[config.mk]
export PLATFORM = sky130hd
export DESIGN_NAME = multichannel_clock_divider
export DESIGN_NICKNAME = d
export VERILOG_FILES = /design/src/rtl/multichannel_clock_divider.sv
export SDC_FILE = /design/constraint.sdc
export NUM_CORES = 1
export LEC_CHECK = 0
export ABC_CLOCK_PERIOD_IN_PS = 4500
export CAP_MARGIN = 15
export CORE_ASPECT_RATIO = 1.5
export CORE_MARGIN = 2
export CORE_UTILIZATION = 40
export DETAILED_ROUTE_END_ITERATION = 8
export GPL_TIMING_DRIVEN = 0
export PLACE_DENSITY = 0.68
export SYNTH_ARGS = -nofsm -noshare
export SYNTH_HDL_FRONTEND = slang
export SYNTH_SLANG_ARGS = --single-unit
export TNS_END_PERCENT = 10
[constraint.sdc]
create_clock -name clock_in -period 4.5 [get_ports clock_in]
set_input_delay 1.125 -clock clock_in [delete_from_list [all_inputs] [get_ports clock_in]]
set_output_delay 1.125 -clock clock_in [all_outputs]
set_load 0.05 [all_outputs]
[src/rtl/multichannel_clock_divider.sv]
// Bank of independent glitch-free programmable clock dividers with per-channel pending update.
// Optional MULTICHANNEL_CLOCK_DIVIDER_DUTY_CORRECTION_EN gives 50% duty for odd divisions.
module multichannel_clock_divider #(
    parameter int CHANNELS       = 4,
    parameter int DIVISION_WIDTH = 4,
    parameter int RESET_DIVISION = 2,
    localparam int CH_W          = (CHANNELS > 1) ? $clog2(CHANNELS) : 1
) (
    input  logic                               clock_in,
    input  logic                               reset,
    input  logic                               update_valid,
    input  logic [CH_W-1:0]                    update_channel,
    input  logic [DIVISION_WIDTH-1:0]          update_division,
    output logic                               update_ready,
    output logic [CHANNELS-1:0]                clock_out,
    output logic [CHANNELS-1:0]                period_start,
    output logic [CHANNELS*DIVISION_WIDTH-1:0] active_division
);
    localparam int DW = DIVISION_WIDTH;
    localparam logic [DW-1:0] RST_DIV = DW'(RESET_DIVISION);

    logic [CHANNELS-1:0] w_pend_sel;

    // An out-of-range channel never matches a slot, so it sees ready and is dropped.
    assign update_ready = ~(|w_pend_sel);

    genvar gi;
    generate
        for (gi = 0; gi < CHANNELS; gi++) begin : g_ch
            logic [DW-1:0] r_div;
            logic [DW-1:0] r_count;
            logic [DW-1:0] r_pend_val;
            logic          r_pend;
            logic          r_out;
            logic          r_ps;
            logic          r_gate;
            logic          w_sel;
            logic          w_accept;
            logic          w_idle;
            logic          w_wrap;
            logic          w_apply;
            logic          w_high;
            logic          w_out;
            logic [DW:0]   w_half;

            assign w_sel          = (update_channel == CH_W'(gi));
            assign w_pend_sel[gi] = w_sel & r_pend;
            assign w_accept       = update_valid & w_sel & ~r_pend;
            assign w_idle         = ({1'b0, r_div} < (DW+1)'(2));
            assign w_wrap         = (r_count == (r_div - DW'(1)));
            // Stopped and bypass channels have no period to finish, so they apply at once.
            assign w_apply        = r_pend & (w_idle | w_wrap);
            assign w_half         = ({1'b0, r_div} + (DW+1)'(1)) >> 1;
            assign w_high         = ~w_idle & ({1'b0, r_count} < w_half);

            always_ff @(posedge clock_in) begin
                if (reset) begin
                    r_div      <= RST_DIV;
                    r_count    <= '0;
                    r_pend     <= 1'b0;
                    r_pend_val <= '0;
                    r_out      <= 1'b0;
                    r_ps       <= 1'b0;
                end else begin
                    r_out <= w_high;
                    r_ps  <= (r_div == DW'(1)) | (~w_idle & (r_count == '0));
                    if (w_apply) begin
                        r_div   <= r_pend_val;
                        r_pend  <= 1'b0;
                        r_count <= '0;
                    end else if (w_idle || w_wrap) begin
                        r_count <= '0;
                    end else begin
                        r_count <= r_count + DW'(1);
                    end
                    if (w_accept) begin
                        r_pend     <= 1'b1;
                        r_pend_val <= update_division;
                    end
                end
            end

            // Gate changes only while clock_in is low, so the bypass path cannot glitch.
            always_ff @(negedge clock_in) begin
                if (reset) begin
                    r_gate <= 1'b0;
                end else begin
                    r_gate <= (r_div == DW'(1));
                end
            end

`ifdef MULTICHANNEL_CLOCK_DIVIDER_DUTY_CORRECTION_EN
            logic r_out_neg;
            logic r_odd;

            always_ff @(posedge clock_in) begin
                if (reset) begin
                    r_odd <= 1'b0;
                end else begin
                    r_odd <= r_div[0] & ({1'b0, r_div} >= (DW+1)'(3));
                end
            end

            always_ff @(negedge clock_in) begin
                if (reset) begin
                    r_out_neg <= 1'b0;
                end else begin
                    r_out_neg <= r_out;
                end
            end

            // Odd divisions: rising edge moves half a cycle later, falling edge stays put.
            assign w_out = r_odd ? (r_out & r_out_neg) : r_out;
`else
            assign w_out = r_out;
`endif

            assign clock_out[gi]                   = w_out | (clock_in & r_gate);
            assign period_start[gi]                = r_ps;
            assign active_division[gi*DW +: DW]    = r_div;
        end
    endgenerate
endmodule

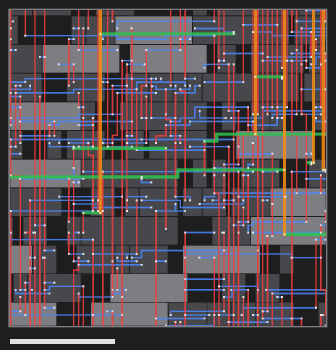
(run_1/zoom.png)
The bar under the picture is 10 um long. Region (25, 44) to (55, 74) um. Cells in gray, sequential cells in the stronger gray; small squares are vias.
- met1: blue
- met4: orange
- met2: red
- met3: green
- cells with their middle in the window: 71
- sequential cells in the window: 12
- most frequent: dfxtp_1 (12), mux2i_1 (10), nor2_1 (10)
- netlist names of flops here include: g_ch.r_pend_val (6), g_ch.r_div (4), g_ch.r_pend (2)

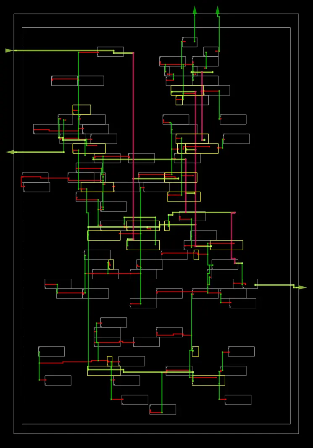
(run_1/final_clocks.png)
clk latency late pin: 0.51 ns
power drawn by the clock network: 0.906 mW
number of sequential cells in the layout: 64

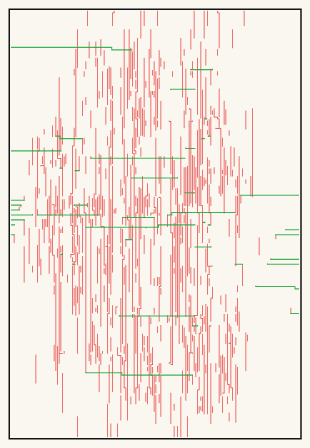
(run_1/metal_stack.png)
Only two layers are drawn.
- met3: green (wire length 330 um)
- met2: red (wire length 3,860 um)
global-route usage over all layers: 0.174
Wirelength per Cell: 13.9 um
WL final: 7280 um
vias after detailed routing: 2,613

==> notes.md, run 1 <==
Physical design

The run finished with clean final reports. Looking at the max-slew report, the worst-margin pin has a slew of 0.800 ns. The critical path is of the reg -> out type. Headroom to the max-slew limit came out at 0.465. Of the synthesized area, sequential elements account for 0.369.

Counting only logic cells after layout, the most numerous master is dfxtp_1. Max-cap violations in this run came to 0. The worst VDD IR drop from the latest analysis is 339 uV.

The clock share of power stands at 0.470. The highest net fanout along the worst path stands at 1. The number of antenna violations at the first check in global routing stands at 0. Setup repair after global routing could not meet its margin everywhere.

The number of cells traversed by the worst hold path stands at 2. After floorplanning, the core was sized to cover 0.00841 sq mm. The post-synthesis average cell area stands at 9.62 sq um. Looking at the post-CTS report, the setup buffer insertion count equals 0. The number of logged tool warnings stands at 48. The switching power total stands at 0.573 mW.

The total power consumption of the routed design stands at 1.93 mW. The via count normalized by instance count stands at 5.00.
-- run 1: state kept, by name, summed over array words and instances, names as in the netlist --
name and flops:
g_ch.r_count 16, g_ch.r_div 16, g_ch.r_gate 4, g_ch.r_out 4
g_ch.r_pend 4, g_ch.r_pend_val 16, g_ch.r_ps 4
-- run 1: cell type report --
cell class,count,area [sq um],share of cell area
buffer,17,83.8,0.0195
clock buffer,20,392,0.0910
clock inverter,9,38.8,0.00901
inverter,27,101,0.0236
multi-input combinational,252,2000,0.465
sequential,64,1280,0.298
tap,107,134,0.0311
timing repair buffer,27,270,0.0628
-- run 1: cell families after synthesis --
family	share of synthesized area
xor gates and xnor gates	0.104
AOI/OAI and AO/OA	0.0868
adders and majority gates	0.115
DFF	0.369
and+or+nand+nor	0.172
buffers and inverters	0.0544
muxes	0.0987
==> run 1 -> run 2 <==
--- a/config.mk
+++ b/config.mk
@@ -11,7 +11,6 @@
 export CORE_MARGIN = 2
 export CORE_UTILIZATION = 40
 export DETAILED_ROUTE_END_ITERATION = 8
-export GPL_TIMING_DRIVEN = 0
 export PLACE_DENSITY = 0.68
 export SYNTH_ARGS = -nofsm -noshare
 export SYNTH_HDL_FRONTEND = slang
==> run 2 against run 1 <==
  * Synthesized area stayed put
  * Setup slack lost 0.0032 ns
  * Final cell count down 2.9%
  * Non-clock buffer count is 14 lower
  * Power rose by 0.26%
  * Via count decreased by 3.6%
  * Sequential share of layout area is 0.43 points higher
  * Synthesized cell count unchanged
  * Routed wire length fell by 4.9%
  * Sequential power about the same
  * Global-route usage fell by 1.3 points
  * Clock skew is 0.0042 ns lower
  * Critical endpoint is now clock_out[1]
==> notes.md, run 2 <==
Physical design

The max-capacitance violation count was 0 (unchanged). The routed wirelength normalized by instance count was 13.6 um (-2.1%). The number of logged tool warnings came to 48 (unchanged).

The via count normalized by instance count stands at 4.96 (-0.75%). The peak supply drop came to 273 uV (-20%). The registers reported with the highest flop counts are g_ch.r_count (16), g_ch.r_div (16), g_ch.r_pend_val (16). The sequential-to-total area share from yosys stat stands at 0.369 (unchanged).

The worst slew margin relative to its limit stands at 0.506 (+0.0407). By instance count after routing, the leading logic cell type is dfxtp_1. The placement-stage cell area stands at 0.00385 sq mm. The clock insertion delay at the later pin of the skew report is 0.51 ns (about the same). The highest net fanout along the worst path stands at 1 (unchanged). The number of vias after detailed routing stands at 2,519 (-3.6%). The total power consumption of the routed design stands at 1.93 mW (+0.26%). The number of antenna violations at the first check in global routing stands at 0 (unchanged). The overall routed net length stands at 6920 um (-4.9%). The run finished with clean final reports. The core area stands at 0.00841 sq mm (unchanged). The count of buffers added by post-CTS timing repair for setup is 0 (unchanged). The total of cells resized after clock tree synthesis stands at 28. In the setup report, the worst path falls into the class reg -> out.

The total global-route track usage stands at 0.162 (-0.0126). The post-synthesis average cell area stands at 9.62 sq um (unchanged).
[run 2: power breakdown]
part           switching (mW)  internal, mW  leakage, nW
clock                   0.339         0.586        0.268
combinational           0.181         0.149        0.949
sequential             0.0537         0.624        0.522
total                   0.574          1.36         1.74
[run 2: final cells by class]
type,instances,area (sq um)
Fill cell,792,4170
Timing Repair Buffer,30,290
Inverter,27,101
Tap cell,107,134
Clock buffer,22,409
Sequential cell,64,1280
Multi-Input combinational cell,252,2000
Clock inverter,6,23.8
[run 2: cells by family after synthesis]
kind of cell / synth area share
DFF: 0.369
adders and majority gates: 0.115
and+or+nand+nor: 0.172
buffers and inverters: 0.0544
xor gates and xnor gates: 0.104
muxes: 0.0987
AOI/OAI and AO/OA: 0.0868
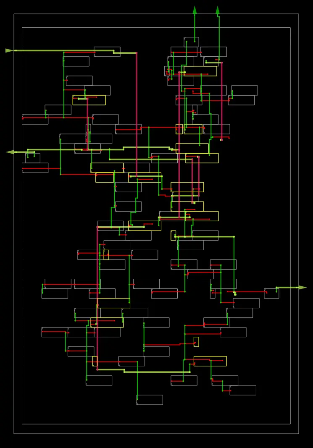
(run_2/final_clocks.png)
clock buffer count in the final layout: 22
power drawn by the clock network: 0.925 mW
Fin Clk Skew: 0.0722 ns

Power is estimated from default activity; no workload was simulated.
